### src/rtl/kf_host_loader.sv
// Host-side sequencer for kf_top: collects a parameter frame, bursts it behind START,
// waits for READY (masked, with timeout), then streams a window of result registers out.
module kf_host_loader #(
  parameter int W          = 24,
  parameter int ADDRW      = 5,
  parameter int N_LOAD     = 21,
  parameter int RD_BASE    = 0,
  parameter int N_OUT      = 6,
  parameter int READY_MASK = 12,
  parameter int TIMEOUT    = 1023
) (
  input  logic             clk,
  input  logic             rst,
  input  logic             in_valid,
  input  logic [W-1:0]     in_data,
  output logic             in_ready,
  output logic             out_valid,
  output logic [W-1:0]     out_data,
  input  logic             out_ready,
  output logic             kf_start,
  output logic [W-1:0]     kf_data_in,
  output logic [ADDRW-1:0] kf_dir,
  input  logic             kf_ready,
  input  logic [W-1:0]     kf_data_out,
  output logic             busy,
  output logic             timeout_err
);

  localparam int PW = $clog2(N_LOAD + 1);
  localparam int CW = $clog2(TIMEOUT + 1);
  localparam int KW = (N_OUT > 1) ? $clog2(N_OUT) : 1;

  typedef enum logic [1:0] {S_FILL, S_BURST, S_WAIT, S_READ} state_t;

  state_t          state, state_nxt;
  logic [W-1:0]    frame_buf [N_LOAD];
  logic [PW-1:0]   wr_ptr, rd_ptr;
  logic [CW-1:0]   cnt;
  logic [KW-1:0]   k;
  logic [1:0]      phase;
  logic            accept, last_in, burst_done, ready_ok, timed_out, out_hs, last_out;

  assign in_ready   = (state == S_FILL);
  assign busy       = (state != S_FILL);
  assign accept     = in_valid && in_ready;
  assign last_in    = accept && (wr_ptr == PW'(N_LOAD - 1));
  assign burst_done = (rd_ptr == PW'(N_LOAD));
  assign ready_ok   = kf_ready && (cnt >= CW'(READY_MASK));
  assign timed_out  = (cnt == CW'(TIMEOUT));
  assign out_hs     = out_valid && out_ready;
  assign last_out   = out_hs && (k == KW'(N_OUT - 1));

  always_ff @(posedge clk) begin
    if (rst) state <= S_FILL;
    else     state <= state_nxt;
  end

  always_comb begin
    state_nxt = state;
    case (state)
      S_FILL:  if (last_in) state_nxt = S_BURST;
      S_BURST: if (burst_done) state_nxt = S_WAIT;
      S_WAIT: begin
        if (ready_ok)       state_nxt = (N_OUT == 0) ? S_FILL : S_READ;
        else if (timed_out) state_nxt = S_FILL;
      end
      S_READ:  if (last_out) state_nxt = S_FILL;
      default: state_nxt = S_FILL;
    endcase
  end

  // Frame storage: contents are don't-care after reset, so no reset here
  always_ff @(posedge clk) begin
    if (accept) frame_buf[wr_ptr] <= in_data;
  end

  always_ff @(posedge clk) begin
    if (rst) begin
      wr_ptr      <= '0;
      rd_ptr      <= '0;
      cnt         <= '0;
      k           <= '0;
      phase       <= '0;
      kf_start    <= 1'b0;
      kf_data_in  <= '0;
      kf_dir      <= '0;
      out_valid   <= 1'b0;
      out_data    <= '0;
      timeout_err <= 1'b0;
    end else begin
      kf_start <= 1'b0;
      case (state)
        S_FILL: begin
          if (accept) begin
            wr_ptr      <= wr_ptr + PW'(1);
            timeout_err <= 1'b0;
          end
          // Word 0 goes out on the entry edge; a 1-word frame takes it straight from in_data
          if (last_in) begin
            wr_ptr     <= '0;
            rd_ptr     <= PW'(1);
            kf_start   <= 1'b1;
            kf_data_in <= (wr_ptr == '0) ? in_data : frame_buf[0];
          end
        end
        S_BURST: begin
          if (burst_done) begin
            kf_data_in <= '0;
            cnt        <= '0;
          end else begin
            kf_data_in <= frame_buf[rd_ptr];
            rd_ptr     <= rd_ptr + PW'(1);
          end
        end
        S_WAIT: begin
          cnt <= cnt + CW'(1);
          if (ready_ok) begin
            k      <= '0;
            phase  <= '0;
            kf_dir <= ADDRW'(RD_BASE);
          end else if (timed_out) begin
            timeout_err <= 1'b1;
          end
        end
        S_READ: begin
          // phase 0: address settles in the core, 1: capture, 2: hold until taken
          case (phase)
            2'd0: phase <= 2'd1;
            2'd1: begin
              out_data  <= kf_data_out;
              out_valid <= 1'b1;
              phase     <= 2'd2;
            end
            2'd2: begin
              if (out_hs) begin
                out_valid <= 1'b0;
                k         <= k + KW'(1);
                kf_dir    <= kf_dir + ADDRW'(1);
                phase     <= 2'd0;
              end
            end
            default: phase <= 2'd0;
          endcase
        end
        default: ;
      endcase
    end
  end

endmodule

### config.mk
export PLATFORM = sky130hd
export DESIGN_NAME = kf_host_loader
export DESIGN_NICKNAME = d
export VERILOG_FILES = /design/src/rtl/kf_host_loader.sv
export SDC_FILE = /design/constraint.sdc
export NUM_CORES = 1
export LEC_CHECK = 0
export CORE_MARGIN = 5
export CORE_UTILIZATION = 54
export DETAILED_ROUTE_END_ITERATION = 12
export PLACE_DENSITY = 0.84
export SYNTH_ARGS = -nofsm -noshare
export SYNTH_HDL_FRONTEND = slang
export SYNTH_SLANG_ARGS = --single-unit
### constraint.sdc
create_clock -name clk -period 2.4 [get_ports clk]
set_input_delay 0.36 -clock clk [delete_from_list [all_inputs] [get_ports clk]]
set_output_delay 0.36 -clock clk [all_outputs]
set_load 0.02 [all_outputs]
### Supply network, run 1

The bar under the picture is 50 µm long. Pins as bars on the die edge. Tap cells in gray.
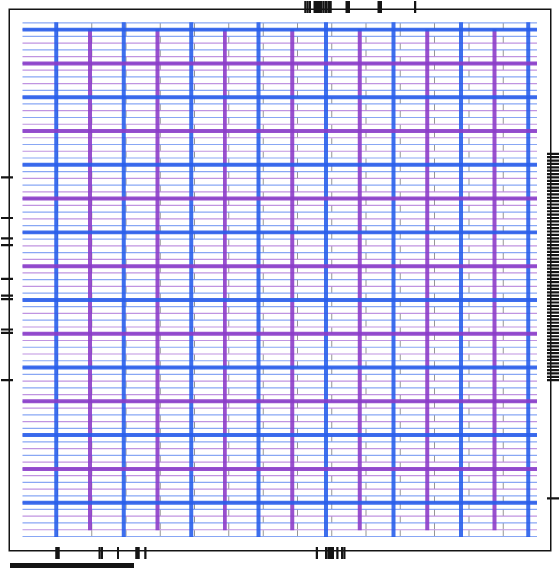
[VDD] purple
[VSS] blue
met1 rails: 77
met4 straps: 15

### Placed cells, one color a class, run 1

The bar under the picture is 50 µm long.
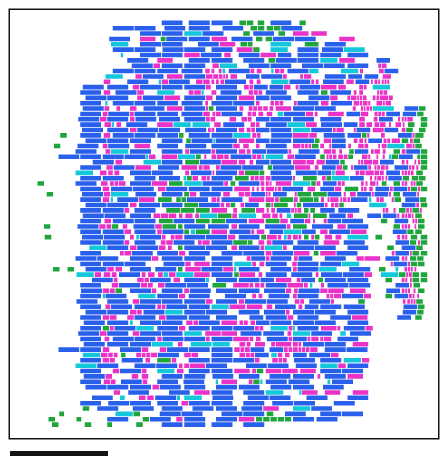
[clock drivers and dummy loads] cyan | cells: 97
[remaining buffers and delay cells] green | cells: 186
[remaining logic cells] magenta | cells: 700
[sequential cells] blue | cells: 592

### Routed clock nets over the placement, run 1

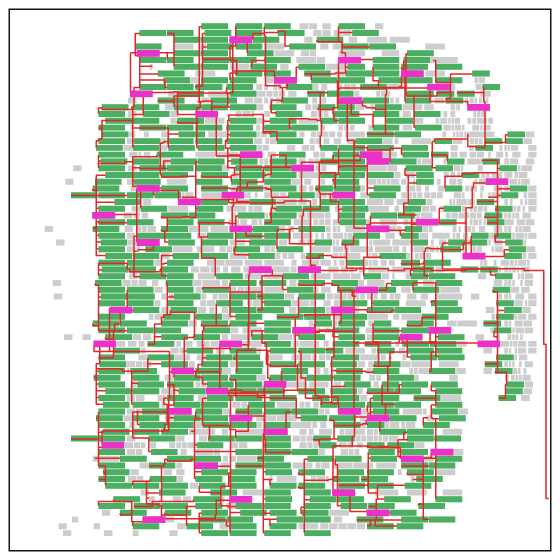
[clock-net drivers] magenta | count: 52
[clock wires] red | length: 5930 µm
[flip-flops] green | count: 592
routed clock nets: 53

==> out/qor.yml, run 1 <==
worst_setup_path:
  worstPathRequired_ns: 2.90
  worstSetupPathType: "reg -> reg"
  critPathSlowestCell: "nor3_4"
  cpPeakStageDelay_ns: 0.83
routing:
  drt_iter0_drc: 1500
  remaining_drc_errors: 0
  antenna_left: 0
clock_network:
  cts.path.max_buffers: 3
  clock.latency.late_pin_ns: 0.59
  cts_hold_buffers: 0
synthesis:
  ys_seq_share: 0.7279
  synthSimpleGateAreaFrac: 0.05918
  fp_nets: 1442
  synth-seq-cells: 592
  synth_area_per_cell_um2: 16.85
  ys.flop_type: "edfxtp_1"
  yosys.area.top_type: "edfxtp_1"
  adder_share: 0.005929
  synthArstFlopShare: 0
cells_and_area:
  post-route-util: 0.6411
  nFillCells: 2758
power:
  pwr-share-seq: 0.560
  power.leakage_uw: 0.008609
global_route:
  track_usage: 0.2255
  grt_pass1_vias: 13690
  antenna_found_initial: 2
  grt_pass1_wl_um: 81780
  grt_max_degree: 81
die:
  die_h_um: 217.3
  initCoreUtil: 0.5425
status:
  status: "completed"
place:
  hpwl_um: 33100
  port_buffers: 110
  place.gp.congestion: 0.8720
sta:
  tns_ns: 0
  slew_violations: 0
min_path:
  hold_path_class: "in -> reg"
run:
  cap_violations: 0
run 1: routing by layer:
layer	vias up	wire length, µm	global-route usage
met5	-	19	0
met4	4	1464	0.06594
met3	118	5313	0.04688
met2	799	26740	0.3798
met1	6747	20530	0.3015
li1	5793	-	-
run 1: stage by stage:
stage	cell area, µm²	total power [µW]	setup WS [ns]
floorplan	23300	11570	-0.1256
global placement	25660	11830	0.09262
detailed placement	25660	11860	0.04672
CTS	27390	20180	0.01280
global route	27430	20650	-0.03521
finish	27430	20100	0.05769
run 1: power groups by stage:
stage / Clock, µW / Sequential, µW / Combinational, µW
5_1_grt: 8980 / 11200 / 429
4_1_cts: 8530 / 11200 / 399
3_5_place_dp: 0 / 11500 / 394
2_1_floorplan: 0 / 11500 / 119
3_3_place_gp: 0 / 11500 / 374
6_report: 8450 / 11200 / 404
run 1: worst max-delay path: cells and delay by family (launching register included):
kind / cells / cell delay (ns)
flops: 1 / 0.32
simple gates: 2 / 1.43
compound gates: 2 / 0.52
run 1: path summary, 6_finish.rpt:
check	start	end	cells past startpoint
worst min register to register	out_data[14]	out_data[14]	2
worst max-delay path	state[1]	kf_data_in[16]	4
worst min-delay path	kf_data_out[14]	out_data[14]	3
worst max register to register	state[1]	kf_data_in[16]	4
run 1: layout by cell type (no fill, tap or decap), types with 8 or more instances in the layout:
cell and count:
a21oi_1 35, clkbuf_1 9, buf_12 31, nand4_1 8
nor3_1 14, mux2_2 24, xor2_1 13, clkinv_1 10
o21bai_1 24, nor2_4 11, buf_4 45, mux2i_1 96
and3_1 48, mux4_2 72, clkbuf_16 53, clkinv_2 10
nor2_2 13, a221oi_1 15, a31oi_1 51, inv_1 11
edfxtp_1 504, nand3_1 41, clkdlybuf4s50_1 108, dfxtp_1 85
a22oi_1 49, ha_1 11, nor2_1 29, nand2_1 70
run 1: flip-flops by register name, summed over array words and instances, names as in the netlist, named ones only:
register     flops
k                3
frame_buf      504
cnt             10
timeout_err      1
phase            2
kf_start         1
wr_ptr           5
kf_data_in      24
state            2
kf_dir           5
rd_ptr           5
out_data        24
out_valid        1
run 1: timing repair:
action,4_1_cts,5_1_grt
setup buffers,0,3
setup endpoints to repair,0,17
gates resized,0,2
run 1: cell families after synthesis:
group,after synthesis
fa+ha+maj,11
simple gates,270
mux,192
flops,592
compound gates,201
buf+inv,98
xor+xnor,14
run 1: final cells by class:
cell class	count	area, µm²	share of cell area
inverters	12	45.04	0.001642
clock buffers	63	1374	0.05008
diodes	1	2.502	0.00009122
repair buffers	186	2057	0.07499
clock inverters	34	354.1	0.01291
multi-input cells	688	6011	0.2191
well taps	546	683.2	0.02490
flip-flops and latches	592	16910	0.6163
### Track usage over the die, run 1

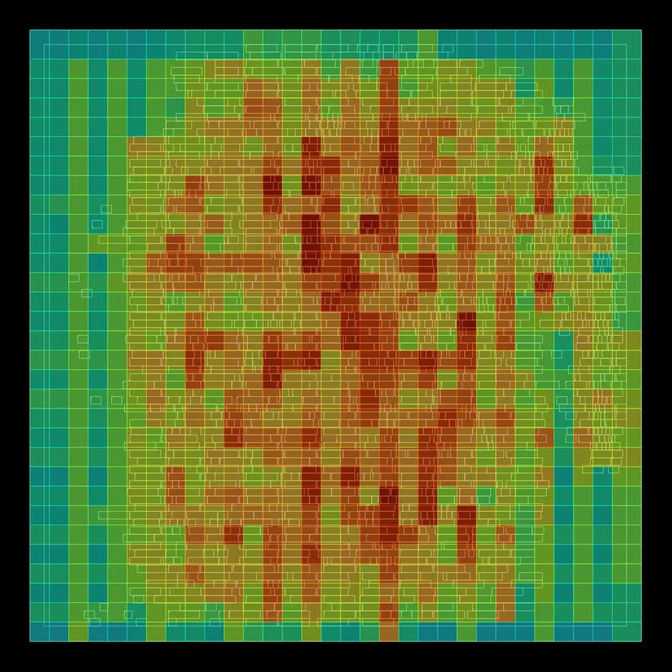

## Run 2: what changed since run 1
--- a/config.mk
+++ b/config.mk
@@ -9,6 +9,7 @@
 export CORE_UTILIZATION = 54
 export DETAILED_ROUTE_END_ITERATION = 12
 export PLACE_DENSITY = 0.84
+export SETUP_SLACK_MARGIN = 0.5
 export SYNTH_ARGS = -nofsm -noshare
 export SYNTH_HDL_FRONTEND = slang
 export SYNTH_SLANG_ARGS = --single-unit
### Track usage over the die, run 2

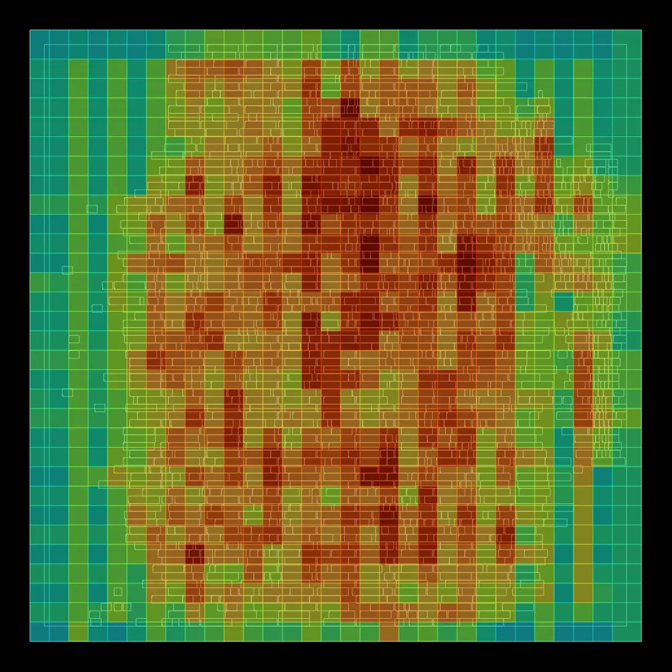
GRT met2 Usage: 0.4287
gr usage total: 0.2576
fin util: 0.6768

### Routed clock nets over the placement, run 2

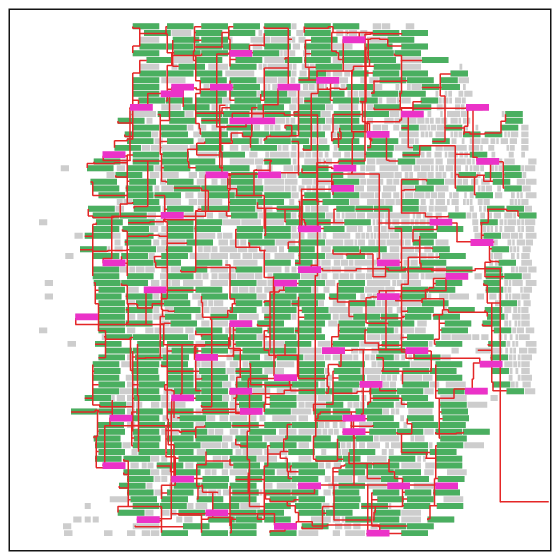
[clock-net drivers] magenta | count: 54
[clock wires] red | length: 6380 µm
[flip-flops] green | count: 592
routed clock nets: 55

==> out/qor.yml, run 2 <==
global_route:
  antenna_found_initial: 0  # -2
  grt_pass1_wl_um: 92020  # +13%
  grt_pass1_vias: 14590  # +6.6%
cells_and_area:
  layout_top_cell: "edfxtp_1"
  diodes: 0  # -1
  fin_area_mm2: 0.02896  # +5.6%
  largest-register: "frame_buf"
  nFillCells: 2484  # -9.9%
place:
  place.gp.congestion: 0.8443  # -3.2%
  placed_cell_area_mm2: 0.02579  # +0.50%
  port_buffers: 110  # unchanged
  hpwl_um: 33000  # -0.29%
power:
  pwr-share-seq: 0.554  # -0.006
  p_total_uw: 20290  # +0.98%
die:
  initCoreUtil: 0.5425  # unchanged
worst_setup_path:
  worstSetupPathType: "reg -> reg"
  crit_buf_inv: 1  # +1
  cp_top_family: "simple AND/OR/NAND/NOR gates"
  worstPathRequired_ns: 2.85  # -0.05 ns
  cpPeakStageDelay_ns: 0.50  # -0.33 ns
clock_network:
  clock.latency.late_pin_ns: 0.61  # +0.02 ns
  cts_hold_buffers: 0  # unchanged
  cts.path.max_buffers: 3  # unchanged
run:
  cap_violations: 0  # unchanged
min_path:
  min_from: "kf_data_out[18]"
  hold_path_class: "in -> reg"
synthesis:
  fp_nets: 1442  # unchanged
  synth_area_per_cell_um2: 16.85  # unchanged
  synthArstFlopShare: 0  # unchanged
  ys_seq_share: 0.7279  # unchanged
  yosys.area.top_type: "edfxtp_1"
routing:
  antenna_left: 0  # unchanged
  remaining_drc_errors: 0  # unchanged
status:
  status: "completed"
run 2: cell counts after synthesis:
No cell type changed its count.
run 2: timing repair:
action,CTS,global route
setup buffers,32,8
setup endpoints to repair,212,219
resized,134,92
cloned,13,3
pin swaps,22,33
run 2: worst reg2reg max path: stages (launching register included):
cell and delay [ns]:
dfxtp_4 0.50, nor2b_2 0.26, buf_4 0.32, a22oi_1 0.19, and3_2 0.30, a221oi_4 0.24
a31oi_2 0.13
run 2: power groups by stage:
| stage | clock [µW] | combinational [µW] | sequential [µW] |
|---|---|---|---|
| after floorplan | 0 | 130 | 11500 |
| after global placement | 0 | 391 | 11500 |
| after detailed placement | 0 | 410 | 11500 |
| after CTS | 8520 | 435 | 11200 |
| after global routing | 9070 | 484 | 11200 |
| final | 8580 | 466 | 11200 |
run 2: per-stage QoR:
step / worst slack [ns] / hold slack (ns)
after floorplan: 0.2564 / 0.4589
after global placement: 0.1046 / 0.4413
after detailed placement: -0.01790 / 0.4461
after CTS: 0.4243 / 0.3145
after global routing: 0.3149 / 0.3375
final: 0.3217 / 0.3295
run 2: final cells by class:
| type | count | area [µm²] | area share |
|---|---|---|---|
| Timing Repair Buffer | 251 | 3008 | 0.1039 |
| Clock inverter | 34 | 334.1 | 0.01154 |
| Tap cell | 546 | 683.2 | 0.02359 |
| Inverter | 12 | 55.05 | 0.001901 |
| Clock buffer | 66 | 1396 | 0.04822 |
| Multi-Input combinational cell | 689 | 6564 | 0.2266 |
| Sequential cell | 592 | 16920 | 0.5842 |
run 2: worst paths after layout:
path | depth (start not counted) | slack (ns) | to
min | 3 | 0.33 | out_data[18]
max | 6 | 0.32 | kf_data_in[6]
min reg2reg | 2 | 0.45 | out_data[17]
max reg2reg | 6 | 0.32 | kf_data_in[6]
run 2: metal layers:
layer,up-vias,track usage,share of wire
met1,7225,0.3352,0.35
met3,221,0.05592,0.12
met5,-,0,0
li1,5935,-,-
met4,0,0.1024,0.045
met2,1152,0.4287,0.49
run 2: cell families (layout without fill, tap and decap cells):
logic type | count (synthesis) | after routing | synth area share
compound gates | 201 | 201 | 0.06048
xor+xnor | 14 | 14 | 0.005282
fa+ha+maj | 11 | 11 | 0.005929
buf+inv | 98 | 363 | 0.01838
flops | 592 | 592 | 0.7279
mux | 192 | 192 | 0.1229
simple gates | 270 | 271 | 0.05918
Power figures rest on the tool's default switching activity, not on a simulated workload.
